**config.mk**
```make
export PLATFORM = sky130hd
export DESIGN_NAME = timcou_multi
export DESIGN_NICKNAME = d
export VERILOG_FILES = /design/src/rtl/timcou_multi.sv
export SDC_FILE = /design/constraint.sdc
export NUM_CORES = 1
export LEC_CHECK = 0
export ABC_AREA = 0
export CAP_MARGIN = 15
export CORE_ASPECT_RATIO = 0.8
export CORE_MARGIN = 2
export CORE_UTILIZATION = 45
export CTS_CLUSTER_DIAMETER = 60
export DETAILED_ROUTE_END_ITERATION = 8
export PLACE_DENSITY = 0.71
export SYNTH_ARGS = -nofsm -noshare
export SYNTH_HDL_FRONTEND = slang
export SYNTH_SLANG_ARGS = --single-unit
```
**constraint.sdc**
```tcl
create_clock -name clk -period 5.6 [get_ports clk]
set_clock_uncertainty 0.1 [all_clocks]
set_input_delay 1.4 -clock clk [delete_from_list [all_inputs] [get_ports clk]]
set_output_delay 1.4 -clock clk [all_outputs]
set_load 0.01 [all_outputs]
```
**src/rtl/timcou_multi.sv**
```systemverilog
// timcou_multi -- multi-channel timer/counter on the MIPS device bus.
//
// NCH independent down-counters. Each channel has a prescaler, a sticky
// write-1-to-clear pending flag and an interrupt mask. The masked flags are
// OR-combined onto intrp.
//
// Parameters:
//   NCH  channel count (1..8)
//   CW   counter/preset width (8..32); zero-extended on read, truncated on write
//   PSW  prescaler field width (1..8)
//
// Ports:
//   clk       system clock; all state changes on the rising edge
//   reset     asynchronous, active-low; clears every register
//   DEV_Addr  byte address: [3:2] register select, [6:4] channel select
//   DEV_WE    write strobe, one cycle per write
//   DEV_WD    write data
//   DEV_RD    read data, combinational from DEV_Addr
//   intrp     OR over channels of (PEND & IM)
//
// Bus handshake: there is no ready/valid back-pressure. A write completes at
// the clk edge where DEV_WE=1. A read returns the pre-edge register value in
// the same cycle.
//
// Per-channel register map (base = ch*16):
//   +0 CTRL    [0] EN, [2:1] MODE, [3] IM, [4] CASC, [8+PSW-1:8] PS
//   +4 PRESET  read/write
//   +8 COUNT   read-only
//   +C STATUS  [0] PEND, write 1 to clear
// A channel select of NCH or higher ignores writes and reads 32'h66666666.
//
// Optional feature macro: TIMCOU_CASCADE_EN. When it is defined, channels
// 1..NCH-1 implement CTRL[4] (CASC). With CASC=1, the channel ticks on the
// previous channel's COUNT 1->0 transition instead of on its own prescaler.
// When the macro is not defined, CTRL[4] always reads 0.
module timcou_multi #(
    parameter int NCH = 2,
    parameter int CW  = 32,
    parameter int PSW = 8
) (
    input  logic        clk,
    input  logic        reset,
    input  logic [31:0] DEV_Addr,
    input  logic        DEV_WE,
    input  logic [31:0] DEV_WD,
    output logic [31:0] DEV_RD,
    output logic        intrp
);

    localparam logic [1:0] REG_CTRL   = 2'd0;
    localparam logic [1:0] REG_PRESET = 2'd1;
    localparam logic [1:0] REG_COUNT  = 2'd2;
    localparam logic [1:0] REG_STATUS = 2'd3;

    logic [NCH-1:0] r_en;
    logic [NCH-1:0] r_im;
    logic [NCH-1:0] r_pend;
    logic [1:0]     r_mode  [NCH];
    logic [PSW-1:0] r_ps    [NCH];
    logic [PSW-1:0] r_pscnt [NCH];
    logic [CW-1:0]  r_preset[NCH];
    logic [CW-1:0]  r_count [NCH];
`ifdef TIMCOU_CASCADE_EN
    logic [NCH-1:0] r_casc;
`endif

    logic [2:0]     w_ch;
    logic [1:0]     w_reg;
    logic [NCH-1:0] w_wr_ch;    // any write to this channel
    logic [NCH-1:0] w_wr_ctrl;
    logic [NCH-1:0] w_wr_stat;
    logic [NCH-1:0] w_tick;     // tick source active this cycle
    logic [NCH-1:0] w_act;      // tick action taken (not overridden by a write)
    logic [NCH-1:0] w_fire;     // COUNT 1->0 this cycle
    logic           w_unused;

    assign w_ch     = DEV_Addr[6:4];
    assign w_reg    = DEV_Addr[3:2];
    assign w_unused = ^{DEV_Addr[31:7], DEV_Addr[1:0], DEV_WD};

    always_comb begin
`ifdef TIMCOU_CASCADE_EN
        logic v_prev_fire;
        v_prev_fire = 1'b0;
`endif
        w_wr_ch   = '0;
        w_wr_ctrl = '0;
        w_wr_stat = '0;
        w_tick    = '0;
        w_act     = '0;
        w_fire    = '0;
        for (int c = 0; c < NCH; c++) begin
            w_wr_ch[c]   = DEV_WE && (w_ch == 3'(c));
            w_wr_ctrl[c] = w_wr_ch[c] && (w_reg == REG_CTRL);
            w_wr_stat[c] = w_wr_ch[c] && (w_reg == REG_STATUS);
            // MODE=1x freezes the channel entirely.
            w_tick[c]    = r_en[c] && !r_mode[c][1] && (r_pscnt[c] == r_ps[c]);
`ifdef TIMCOU_CASCADE_EN
            // The cascade source is evaluated in channel order, so channel
            // c sees channel c-1's fire from the same cycle.
            if (r_casc[c]) begin
                w_tick[c] = r_en[c] && !r_mode[c][1] && v_prev_fire;
            end
`endif
            // Any bus write to the channel overrides its tick action.
            w_act[c]  = w_tick[c] && !w_wr_ch[c];
            w_fire[c] = w_act[c] && (r_count[c] == CW'(1));
`ifdef TIMCOU_CASCADE_EN
            v_prev_fire = w_fire[c];
`endif
        end
    end

    always_ff @(posedge clk or negedge reset) begin
        if (!reset) begin
            r_en   <= '0;
            r_im   <= '0;
            r_pend <= '0;
`ifdef TIMCOU_CASCADE_EN
            r_casc <= '0;
`endif
            for (int c = 0; c < NCH; c++) begin
                r_mode[c]   <= '0;
                r_ps[c]     <= '0;
                r_pscnt[c]  <= '0;
                r_preset[c] <= '0;
                r_count[c]  <= '0;
            end
        end else begin
            for (int c = 0; c < NCH; c++) begin
                // Prescaler: a CTRL write restarts the phase. The prescaler is
                // held at zero while EN=0 and frozen in MODE=1x.
                if (w_wr_ctrl[c] || !r_en[c]) begin
                    r_pscnt[c] <= '0;
`ifdef TIMCOU_CASCADE_EN
                end else if (r_casc[c]) begin
                    r_pscnt[c] <= '0;
`endif
                end else if (!r_mode[c][1]) begin
                    r_pscnt[c] <= (r_pscnt[c] == r_ps[c]) ? '0 : r_pscnt[c] + 1'b1;
                end

                // Bus writes
                if (w_wr_ctrl[c]) begin
                    r_en[c]   <= DEV_WD[0];
                    r_mode[c] <= DEV_WD[2:1];
                    r_im[c]   <= DEV_WD[3];
                    r_ps[c]   <= DEV_WD[8 +: PSW];
`ifdef TIMCOU_CASCADE_EN
                    r_casc[c] <= (c != 0) ? DEV_WD[4] : 1'b0;
`endif
                end
                if (w_wr_ch[c] && (w_reg == REG_PRESET)) begin
                    r_preset[c] <= DEV_WD[CW-1:0];
                end
                if (w_wr_stat[c] && DEV_WD[0]) begin
                    r_pend[c] <= 1'b0;
                end

                // Tick action. It never coincides with a write to the same
                // channel. PEND set sits last so that a set beats a clear.
                if (w_act[c]) begin
                    if (r_count[c] > CW'(1)) begin
                        r_count[c] <= r_count[c] - 1'b1;
                    end else if (r_count[c] == CW'(1)) begin
                        r_count[c] <= '0;
                        if (r_mode[c] == 2'b00) begin
                            r_en[c] <= 1'b0;
                        end
                    end else begin
                        r_count[c] <= r_preset[c];
                    end
                end
                if (w_fire[c]) begin
                    r_pend[c] <= 1'b1;
                end
            end
        end
    end

    always_comb begin
        logic [31:0] v_ctrl;
        v_ctrl = '0;
        DEV_RD = 32'h6666_6666;
        for (int c = 0; c < NCH; c++) begin
            if (w_ch == 3'(c)) begin
                v_ctrl          = '0;
                v_ctrl[0]       = r_en[c];
                v_ctrl[2:1]     = r_mode[c];
                v_ctrl[3]       = r_im[c];
`ifdef TIMCOU_CASCADE_EN
                v_ctrl[4]       = r_casc[c];
`endif
                v_ctrl[8 +: PSW] = r_ps[c];
                case (w_reg)
                    REG_CTRL:   DEV_RD = v_ctrl;
                    REG_PRESET: DEV_RD = 32'(r_preset[c]);
                    REG_COUNT:  DEV_RD = 32'(r_count[c]);
                    default:    DEV_RD = {31'b0, r_pend[c]};
                endcase
            end
        end
    end

    assign intrp = |(r_pend & r_im);

endmodule

```
**M1 wires**

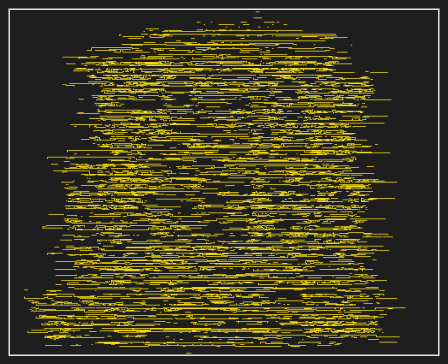
- wire length on this layer: 13700 um
- longest straight run: 74.5 um
- nets with wire on the layer: 1095
- main direction: horizontal

**Port wiring**

Scale bar: 50 um.
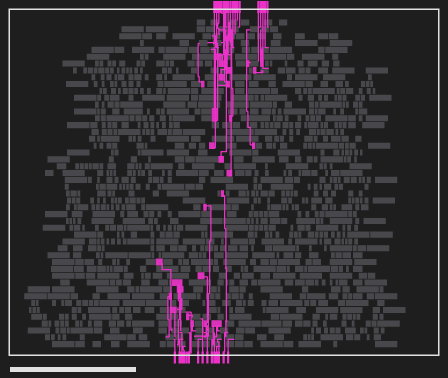
- magenta: DEV_RD (direction output; end cells 32; buffers 32; wire 1050 um)

**Sequential cells grouped by signal name**

Other sequential cells in the stronger gray, the rest of the logic in the fainter gray.
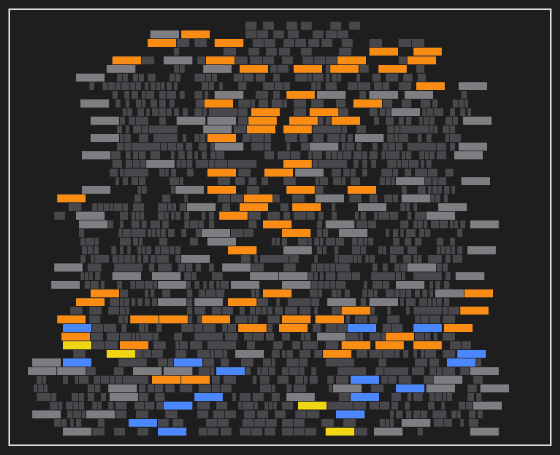
- blue: r_ps (placed flops 16)
- yellow: r_mode (placed flops 4)
- orange: r_preset (placed flops 64)
- not colored: 86

**Routing congestion map**

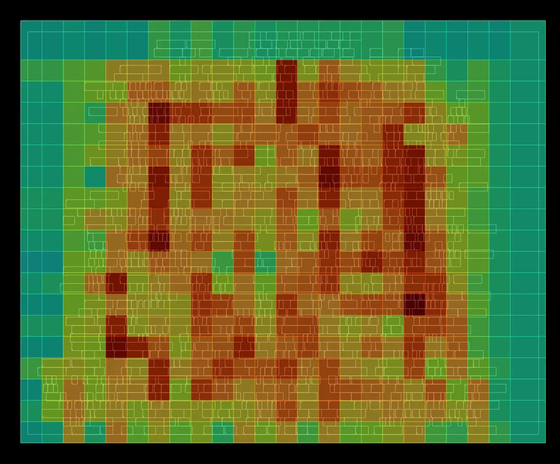
GRT met1 Usage: 39.87%
M3 GR Usage: 4.829%
average wire per standard cell: 22.07 um
Final Util: 53.07%

==> metrics.cfg <==
[synth]
ys_warn_count=0
async_flop_share_pct=100.0
synth-edff-count=0
ys_types=68
fp_nets=1141
yosys_area_um2=9933
synthFlopType=dfrtp_1
yosys_register_bits=170
synth_seq_share_pct=42.83
ys_cells=1068

[timing]
slew_headroom_pct=26.21
rsz0062_at_grt=false
setup_tns_ns=0
setup_viol=0
setup_ws_ns=0.3871
drv_slew=0
finalCritPeriodShare_pct=93.09

[floorplan]
die_height_um=136.9
die-width_um=170.1
ioPinCount=100

[cts]
cts_tree=built
post_cts_buffers=0
post_cts_resized=0
numCtsBuffers=17
clockBufferDepth=2
clock_latency_ns=0.45
hold_buffers=0

[layout]
antenna_cells=0
area_delta_synth_final_pct=15.51
layout.nets=1186
lay_top_count=dfrtp_1

[route]
finalWirelength_um=30910
drt_first_pass_iters=6
vias_per_cell=6.473
drtIter0Drc=1075

[placement]
gp_congestion=0.9189

[critical_path]
crit_slowest_cell=or3_1
r2r_start=r_count[0]
slowest_delay_ns=0.73
cp_data_arrival_time_ns=3.71
crit_buf_inv=2

[global_route]
antenna_found_initial=0
grt_pass1_wl_um=48890
top_usage_layer=met2
grt_pass1_vias=8366
grt_overflow_total=0

[power_and_ir_drop]
powerDensity_nw_per_um2=299.4
ir_worst_vdd_mv=0.1637

[worst_hold_path]
min_from=r_pscnt[15]

[status]
status=complete, no violations

==> kinds of logic after synthesis <==
| kind of cell | Yosys count | share of synthesized area, % |
|---|---|---|
| and+or+nand+nor | 347 | 18.29 |
| AOI/OAI and AO/OA | 326 | 20.03 |
| DFF | 170 | 42.83 |
| muxes | 112 | 12.60 |
| buffers and inverters | 86 | 3.653 |
| xor gates and xnor gates | 21 | 1.852 |
| adders and majority gates | 6 | 0.7557 |
==> synth_stat cells, types with 5 or more instances <==
master	n	share of area [%]
a211oi_1	12	0.91
a21oi_1	78	3.9
a221oi_1	21	1.9
a22oi_1	24	1.8
a31oi_1	7	0.44
a32oi_1	5	0.44
and3_1	10	0.63
buf_1	5	0.19
buf_2	14	0.71
clkbuf_1	46	1.7
dfrtp_1	170	43
ha_1	6	0.76
inv_1	16	0.60
mux2_2	84	9.5
mux2i_1	26	2.6
nand2_1	79	3.0
nand2b_1	8	0.50
nand3_1	19	0.96
nand4_1	15	0.94
nor2_1	100	3.8
nor3_1	31	1.6
nor3b_1	7	0.53
nor4_1	21	1.3
nor4_2	6	0.76
o211ai_1	15	1.1
o21ai_0	109	5.5
o21ai_1	11	0.55
o22ai_1	12	0.76
o31ai_1	7	0.53
or3_1	9	0.57
or4_1	6	0.45
xnor2_1	17	1.5
==> path summary, 6_finish.rpt <==
path	endpoint	slack [ns]	depth (start not counted)
setup / recovery	DEV_RD[17]	0.39	5
hold / removal	r_pscnt[15]	0.41	1
setup reg to reg	r_count[5]	2.37	7
hold reg to reg	r_pscnt[15]	0.41	1
max in group asynchronous	r_count[51]	3.34	2
min in group asynchronous	r_pscnt[10]	0.93	1
==> per-layer routing <==
metal	wire length, um	up-vias
met5	0	-
met2	14100	452
met4	827	0
met1	13670	4464
met3	2319	68
li1	-	4085
==> per-stage QoR <==
step	util (%)	hold WS, ns	power, W	instances	area (um^2)
global placement	50.50	0.3885	0.002266	1369	10920
CTS	53.07	0.4102	0.003432	1401	11470
finish	53.07	0.4134	0.003435	1401	11470
floorplan	-	0.3659	0.001997	1068	9933
global route	53.07	0.4215	0.003585	1401	11470
detailed placement	50.50	0.3999	0.002291	1369	10920
==> layout make-up <==
class                           instances  area (um^2)
Sequential cell                       170         4254
Tap cell                              275        344.1
Fill cell                            1934        10150
Multi-Input combinational cell        812         5350
Clock inverter                         15        130.1
Inverter                               16        60.06
Timing Repair Buffer                   96        909.6
Clock buffer                           17        425.4
==> registers in the layout, indices dropped and copies added, names as in the netlist <==
signal,cells
r_count,64
r_en,2
r_im,2
r_preset,64
r_ps,16
r_pscnt,16
r_mode,4
r_pend,2
==> power breakdown <==
group	switching, W	internal (W)	leakage, nW	total, W
sequential	0.000222	0.00140	2.06	0.00162
clock	0.000564	0.000586	0.276	0.00115
combinational	0.000355	0.000309	2.03	0.000664
total	0.00114	0.00229	4.37	0.00343
==> worst register-to-register path, stage by stage, from the launching register on <==
cell	delay [ns]
dfrtp_1	0.45
inv_1	0.12
ha_1	0.44
nor3b_1	0.47
nand4_1	0.45
nor3_2	0.76
a21oi_1	0.17
o21ai_0	0.20
Power and IR drop assume default switching activity.
